## config.mk

```make
export PLATFORM = sky130hd
export DESIGN_NAME = window_controller
export DESIGN_NICKNAME = d
export VERILOG_FILES = /design/src/rtl/img_pkg.sv /design/src/rtl/window_controller_raster_counter.sv /design/src/rtl/window_controller.sv
export SDC_FILE = /design/constraint.sdc
export NUM_CORES = 1
export LEC_CHECK = 0
export ABC_AREA = 0
export CAP_MARGIN = 20
export CORE_MARGIN = 4
export CORE_UTILIZATION = 48
export CTS_BUF_LIST = sky130_fd_sc_hd__clkbuf_4
export CTS_CLUSTER_SIZE = 8
export DETAILED_ROUTE_END_ITERATION = 16
export GPL_TIMING_DRIVEN = 1
export HOLD_SLACK_MARGIN = 0.02
export PLACE_DENSITY = 0.79
export SETUP_SLACK_MARGIN = 0.02
export SLEW_MARGIN = 20
export SYNTH_ARGS = -nofsm -noshare
export SYNTH_HDL_FRONTEND = slang
export SYNTH_SLANG_ARGS = --single-unit
```

## constraint.sdc

```tcl
create_clock -name clk -period 2.7 [get_ports clk]
set_clock_uncertainty 0.1 [all_clocks]
set_input_delay 0.54 -clock clk [delete_from_list [all_inputs] [get_ports clk]]
set_output_delay 0.54 -clock clk [all_outputs]
set_load 0.01 [all_outputs]
```

## src/rtl/img_pkg.sv

```systemverilog
// Shared image-geometry defaults, controller state encoding and width helpers.
package img_pkg;

    localparam int unsigned IMG_WIDTH_DEF  = 640;
    localparam int unsigned IMG_HEIGHT_DEF = 480;
    localparam int unsigned WIN_DEF        = 5;

    // Counter width for a range of n values; never narrower than one bit.
    function automatic int unsigned cnt_width(input int unsigned n);
        return (n < 2) ? 1 : $clog2(n);
    endfunction

    localparam int unsigned COL_W_DEF = cnt_width(IMG_WIDTH_DEF);
    localparam int unsigned ROW_W_DEF = cnt_width(IMG_HEIGHT_DEF);

    typedef enum logic [1:0] {
        ST_IDLE  = 2'd0,
        ST_PRIME = 2'd1,
        ST_RUN   = 2'd2,
        ST_DONE  = 2'd3
    } state_e;

endpackage

```

## src/rtl/window_controller_raster_counter.sv

```systemverilog
// Column/row raster counter. col/row hold the position of the last counted
// pixel; col_nxt/row_nxt give the position the next increment would reach,
// and the wrap flags say whether that next position is the last column/row.
module raster_counter
    import img_pkg::*;
#(
    parameter int unsigned WIDTH  = IMG_WIDTH_DEF,
    parameter int unsigned HEIGHT = IMG_HEIGHT_DEF,
    localparam int unsigned CW = cnt_width(WIDTH),
    localparam int unsigned RW = cnt_width(HEIGHT)
) (
    input  logic          clk,
    input  logic          rst_n,
    input  logic          en,
    input  logic          clr,
    output logic [CW-1:0] col,
    output logic [RW-1:0] row,
    output logic [CW-1:0] col_nxt,
    output logic [RW-1:0] row_nxt,
    output logic          col_wrap,
    output logic          row_wrap
);

    logic [CW-1:0] col_q, col_d;
    logic [RW-1:0] row_q, row_d;
    logic          col_last, row_last;

    // Incremented position with column wrap carrying into the row.
    always_comb begin
        col_last = (col_q == CW'(WIDTH - 1));
        row_last = (row_q == RW'(HEIGHT - 1));
        col_nxt  = col_last ? '0 : col_q + CW'(1);
        if (col_last) row_nxt = row_last ? '0 : row_q + RW'(1);
        else          row_nxt = row_q;
        col_wrap = (col_nxt == CW'(WIDTH - 1));
        row_wrap = (row_nxt == RW'(HEIGHT - 1));
    end

    // Clear has priority over increment; otherwise hold.
    always_comb begin
        col_d = col_q;
        row_d = row_q;
        if (clr) begin
            col_d = '0;
            row_d = '0;
        end else if (en) begin
            col_d = col_nxt;
            row_d = row_nxt;
        end
    end

    // Position registers.
    always_ff @(posedge clk or negedge rst_n) begin
        if (!rst_n) begin
            col_q <= '0;
            row_q <= '0;
        end else begin
            col_q <= col_d;
            row_q <= row_d;
        end
    end

    assign col = col_q;
    assign row = row_q;

endmodule

```

## src/rtl/window_controller.sv

```systemverilog
// 5x5 sliding-window controller: tracks raster position of accepted pixels,
// drives the external row shift registers / line buffers and flags when the
// window ending at the current pixel is fully populated.
module window_controller
    import img_pkg::*;
#(
    parameter int unsigned IMG_WIDTH  = IMG_WIDTH_DEF,
    parameter int unsigned IMG_HEIGHT = IMG_HEIGHT_DEF,
    parameter int unsigned WIN        = WIN_DEF,
    localparam int unsigned CW = cnt_width(IMG_WIDTH),
    localparam int unsigned RW = cnt_width(IMG_HEIGHT)
) (
    input  logic          clk,
    input  logic          rst_n,
    input  logic          in_valid,
    input  logic          in_sof,
    output logic          in_ready,
    input  logic          out_stall,
    output logic          shift_en,
    output logic [CW-1:0] lb_addr,
    output logic [CW-1:0] col,
    output logic [RW-1:0] row,
    output logic          win_valid,
    output logic          frame_done,
    output logic          busy
);

    state_e        state_q, state_d;
    logic          win_valid_q, win_valid_d;
    logic          frame_done_q, frame_done_d;
    logic          accept, take;
    logic [CW-1:0] col_nxt, pix_col;
    logic [RW-1:0] row_nxt, pix_row;
    logic          col_wrap, row_wrap;
    logic          win_hit, last_hit, first_full;

    raster_counter #(
        .WIDTH  (IMG_WIDTH),
        .HEIGHT (IMG_HEIGHT)
    ) u_raster (
        .clk      (clk),
        .rst_n    (rst_n),
        .en       (take & ~in_sof),
        .clr      (accept & in_sof),
        .col      (col),
        .row      (row),
        .col_nxt  (col_nxt),
        .row_nxt  (row_nxt),
        .col_wrap (col_wrap),
        .row_wrap (row_wrap)
    );

    // Handshake outputs derived from state.
    always_comb begin
        in_ready = (state_q != ST_DONE) & ~out_stall;
        busy     = (state_q == ST_PRIME) | (state_q == ST_RUN);
    end

    // Position of the pixel being accepted this cycle; an in_sof pixel is (0,0).
    // In IDLE only an in_sof pixel is taken into the window pipeline.
    always_comb begin
        accept     = in_valid & in_ready;
        take       = accept & (in_sof | busy);
        pix_col    = in_sof ? '0 : col_nxt;
        pix_row    = in_sof ? '0 : row_nxt;
        win_hit    = (pix_row >= RW'(WIN - 1)) & (pix_col >= CW'(WIN - 1));
        first_full = (pix_row == RW'(WIN - 1)) & (pix_col == CW'(WIN - 1));
        last_hit   = ~in_sof & col_wrap & row_wrap;
        shift_en   = take;
        lb_addr    = pix_col;
    end

    // Next-state logic.
    always_comb begin
        state_d = state_q;
        unique case (state_q)
            ST_IDLE:  if (accept && in_sof) state_d = ST_PRIME;
            ST_PRIME,
            ST_RUN: begin
                if (accept) begin
                    if (in_sof)                                state_d = ST_PRIME;
                    else if (last_hit)                         state_d = ST_DONE;
                    else if (state_q == ST_PRIME && first_full) state_d = ST_RUN;
                end
            end
            ST_DONE:  state_d = ST_IDLE;
            default:  state_d = ST_IDLE;
        endcase
    end

    // Window-valid and frame-done: follow the taken pixel, hold under stall,
    // drop on idle cycles and during DONE.
    always_comb begin
        win_valid_d  = 1'b0;
        frame_done_d = take & last_hit;
        if (state_q != ST_DONE) begin
            if (take)            win_valid_d = win_hit;
            else if (accept)     win_valid_d = 1'b0;
            else if (out_stall)  win_valid_d = win_valid_q;
        end
    end

    // State and registered flag updates.
    always_ff @(posedge clk or negedge rst_n) begin
        if (!rst_n) begin
            state_q      <= ST_IDLE;
            win_valid_q  <= 1'b0;
            frame_done_q <= 1'b0;
        end else begin
            state_q      <= state_d;
            win_valid_q  <= win_valid_d;
            frame_done_q <= frame_done_d;
        end
    end

    assign win_valid  = win_valid_q;
    assign frame_done = frame_done_q;

endmodule

```

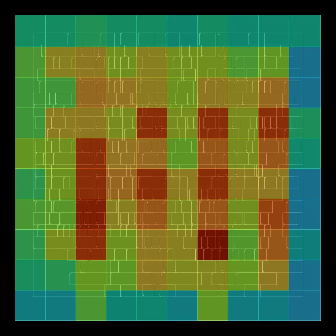
**Above:** track usage over the die.
met3 track utilization from global routing: 2.609%
global routing met2 resource utilization: 36.12%
met1 global-route usage: 30.97%
peak-usage layer in the global routing report: met2

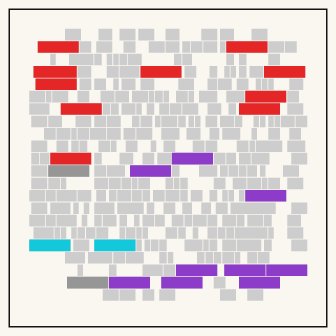
**Above:** sequential cells colored by netlist name.
Other sequential cells in the stronger gray, the rest of the logic in the fainter gray.
| color | name in the netlist | flops |
|---|---|---|
| red | `u_raster.col` | 10 |
| purple | `u_raster.row` | 9 |
| cyan | `state_q` | 2 |

[kinds of logic after synthesis]
kind of cell               count (synthesis)
adders and majority gates                  7
xor gates and xnor gates                  10
muxes                                      3
DFF                                       23
buffers and inverters                     28
AOI/OAI and AO/OA                         54
and+or+nand+nor                          104
[metrics by stage]
| stage | total power [W] | setup slack, ps | instance area [um2] |
|---|---|---|---|
| final | 0.001382 | 55.29 | 2651 |
| after global routing | 0.001486 | -18.39 | 2651 |
| after CTS | 0.001351 | -13.27 | 2566 |
| after detailed placement | 0.001164 | -55.80 | 2501 |
| after global placement | 0.001149 | -30.38 | 2501 |
| after floorplan | 0.0008378 | -1.772 | 1823 |
==> impl_results.html <==
<h2>Implementation results</h2>
<table>
<tr><th>Metric</th><th>Value</th></tr>
<tr><th colspan="2">STA</th></tr>
<tr><td>Number of pins with negative max-slew slack in the final report</td><td>0</td></tr>
<tr><td>Max Clk Rate</td><td>378.1 MHz</td></tr>
<tr><td>Setup Total Neg Slack</td><td>0 ps</td></tr>
<tr><td>Min cycle time layout</td><td>2645 ps</td></tr>
<tr><td>Setup repair after global routing missed its margin</td><td>yes</td></tr>
<tr><td>Final setup violation count</td><td>0</td></tr>
<tr><td>Actual slew at the worst max-slew pin</td><td>488.7 ps</td></tr>
<tr><th colspan="2">Global route</th></tr>
<tr><td>Antenna violations before repair</td><td>0</td></tr>
<tr><td>Vias in the first global route</td><td>1,818</td></tr>
<tr><td>Grt ovf</td><td>0</td></tr>
<tr><td>Maximum number of pins on one net before global-route repair</td><td>25</td></tr>
<tr><td>GR Util All Layers</td><td>22.01%</td></tr>
<tr><th colspan="2">Logic synthesis</th></tr>
<tr><td>Post-Synth Adder-Cell Area</td><td>4.851%</td></tr>
<tr><td>Mux cell area share</td><td>1.802%</td></tr>
<tr><td>Warnings, synthesis</td><td>0</td></tr>
<tr><td>Synth cell count leaders</td><td>sky130_fd_sc_hd__nand2_1, sky130_fd_sc_hd__dfrtp_1, sky130_fd_sc_hd__nor2_1, sky130_fd_sc_hd__clkbuf_1, sky130_fd_sc_hd__nand3_1</td></tr>
<tr><td>Synthesized-area fraction occupied by and/or/nand/nor cells</td><td>29.80%</td></tr>
<tr><td>Post-Synthesis Mean Instance Area</td><td>7.884 um2</td></tr>
<tr><td>Synth area leaders</td><td>sky130_fd_sc_hd__dfrtp_1, sky130_fd_sc_hd__nand2_1, sky130_fd_sc_hd__ha_1</td></tr>
<tr><td>Biggest area consumer among synthesized cells</td><td>sky130_fd_sc_hd__dfrtp_1</td></tr>
<tr><td>Post-Synth XOR/XNOR Area</td><td>4.851%</td></tr>
<tr><td>Netlist area before placement</td><td>1805 um2</td></tr>
<tr><td>Synth Seq Share</td><td>31.88%</td></tr>
<tr><td>Fraction of registers with async set/reset</td><td>100.0%</td></tr>
<tr><td>Number of enable-type register cells in the synthesized netlist</td><td>0</td></tr>
<tr><td>Fraction of synthesized cell area taken by the top area cell type</td><td>31.88%</td></tr>
<tr><td>Distinct lib cells used</td><td>50</td></tr>
<tr><td>Post-synthesis compound-gate area fraction</td><td>20.44%</td></tr>
<tr><td>Most repeated cell in the gate-level netlist after synthesis</td><td>sky130_fd_sc_hd__nand2_1</td></tr>
<tr><td>Total of flip-flops plus latches after synthesis</td><td>23</td></tr>
<tr><th colspan="2">Routing</th></tr>
<tr><td>Wire length on met1</td><td>2431 um</td></tr>
<tr><td>Uppermost routed layer</td><td>met4</td></tr>
<tr><td>Final WL</td><td>5338 um</td></tr>
<tr><td>1st-iter DRT viols</td><td>194</td></tr>
<tr><td>Length of routed met2 wiring</td><td>2542 um</td></tr>
<tr><td>Routed wirelength normalized by instance count</td><td>15.43 um</td></tr>
<tr><td>Final antenna-violating net count</td><td>0</td></tr>
<tr><td>Vias per inst</td><td>5.772</td></tr>
<tr><td>Total via count after detailed routing</td><td>1,997</td></tr>
<tr><th colspan="2">Clocking</th></tr>
<tr><td>Maximum buffer depth of the clock tree</td><td>2</td></tr>
<tr><td>Clock tree from TritonCTS</td><td>built</td></tr>
<tr><td>Clock Sinks</td><td>23</td></tr>
<tr><td>Post-CTS Hold Buffers</td><td>0</td></tr>
<tr><td>Clk slew on worst S/H paths</td><td>140 ps</td></tr>
<tr><td>Post CTS Setup Buffer Count</td><td>1</td></tr>
<tr><td>Num CTS Buffers</td><td>3</td></tr>
<tr><th colspan="2">Placed design</th></tr>
<tr><td>Half-perimeter wire length after detailed placement</td><td>4022 um</td></tr>
<tr><td>Tally of buffers added on design ports</td><td>38</td></tr>
<tr><td>Final weighted congestion in routability-driven placement</td><td>0.9760</td></tr>
<tr><td>Inst Count DP</td><td>339</td></tr>
<tr><th colspan="2">Finish</th></tr>
<tr><td>Non-Clock Inverter Count</td><td>9</td></tr>
<tr><td>Layout clock area frac</td><td>1.133%</td></tr>
<tr><td>Layout overhead on the synthesized area</td><td>46.85%</td></tr>
<tr><td># clk buffers</td><td>4</td></tr>
<tr><td>Area share of buffers outside the clock network</td><td>27.47%</td></tr>
<tr><td>Antenna diode count</td><td>0</td></tr>
<tr><td>Number of multi-input combinational cells in the layout</td><td>178</td></tr>
<tr><td>Fillcell total</td><td>283</td></tr>
<tr><td>Commonest non-fill, non-tap cell in the layout</td><td>sky130_fd_sc_hd__buf_4</td></tr>
<tr><td>Final Non-Filler Cells</td><td>346</td></tr>
<tr><td>Non-clock buffer count</td><td>84</td></tr>
<tr><td>Combinational fraction of the cell area</td><td>46.11%</td></tr>
<tr><td>Nets@finish</td><td>311</td></tr>
<tr><td>Fraction of final layout cells with drive strength greater than 1</td><td>24.50%</td></tr>
<tr><td>Max FFs per register</td><td>10</td></tr>
<tr><td>MI comb area</td><td>1222 um2</td></tr>
<tr><th colspan="2">Power</th></tr>
<tr><td>Switching share of power</td><td>39.52%</td></tr>
<tr><td>Top Consumer</td><td>combinational logic</td></tr>
<tr><td>Power spent charging and discharging nets</td><td>0.0005464 W</td></tr>
<tr><td>Leakage power</td><td>1.194 nW</td></tr>
<tr><td>Fraction of power consumed by sequential logic</td><td>31.0%</td></tr>
<tr><td>Power per cell area</td><td>521.4 nW/um2</td></tr>
<tr><td>Proportion of power drawn by combinational gates</td><td>55.8%</td></tr>
<tr><th colspan="2">Setup path</th></tr>
<tr><td>Kind of end point of the critical path</td><td>output port</td></tr>
<tr><td>Worst-path fanout max</td><td>7</td></tr>
<tr><td>Required time at the worst-slack endpoint</td><td>2060 ps</td></tr>
<tr><td>Worst R2R Path Depth</td><td>8</td></tr>
<tr><td>Critical-path cell with the highest stage delay</td><td>sky130_fd_sc_hd__or3_4</td></tr>
<tr><td>CP arrival</td><td>2000 ps</td></tr>
<tr><td>Stage delay of the slowest cell on the critical path</td><td>420 ps</td></tr>
<tr><td>Capture point of the worst reg-to-reg path</td><td>state_q[0]</td></tr>
<tr><td>Flop2flop setup slack</td><td>70 ps</td></tr>
<tr><td>Critical register-to-register path startpoint</td><td>u_raster.col[7]</td></tr>
<tr><td>Top delay family on crit path</td><td>simple AND/OR/NAND/NOR gates</td></tr>
<tr><th colspan="2">Die</th></tr>
<tr><td>Starting utilization of the core area</td><td>49.32%</td></tr>
<tr><td>DIE HEIGHT</td><td>69.33 um</td></tr>
<tr><td>Area inside the core boundary</td><td>3661 um2</td></tr>
<tr><td>Num ports</td><td>39</td></tr>
<tr><th colspan="2">Status</th></tr>
<tr><td>Status</td><td>complete, no violations</td></tr>
</table>
Power figures rest on the tool's default switching activity, not on a simulated workload.
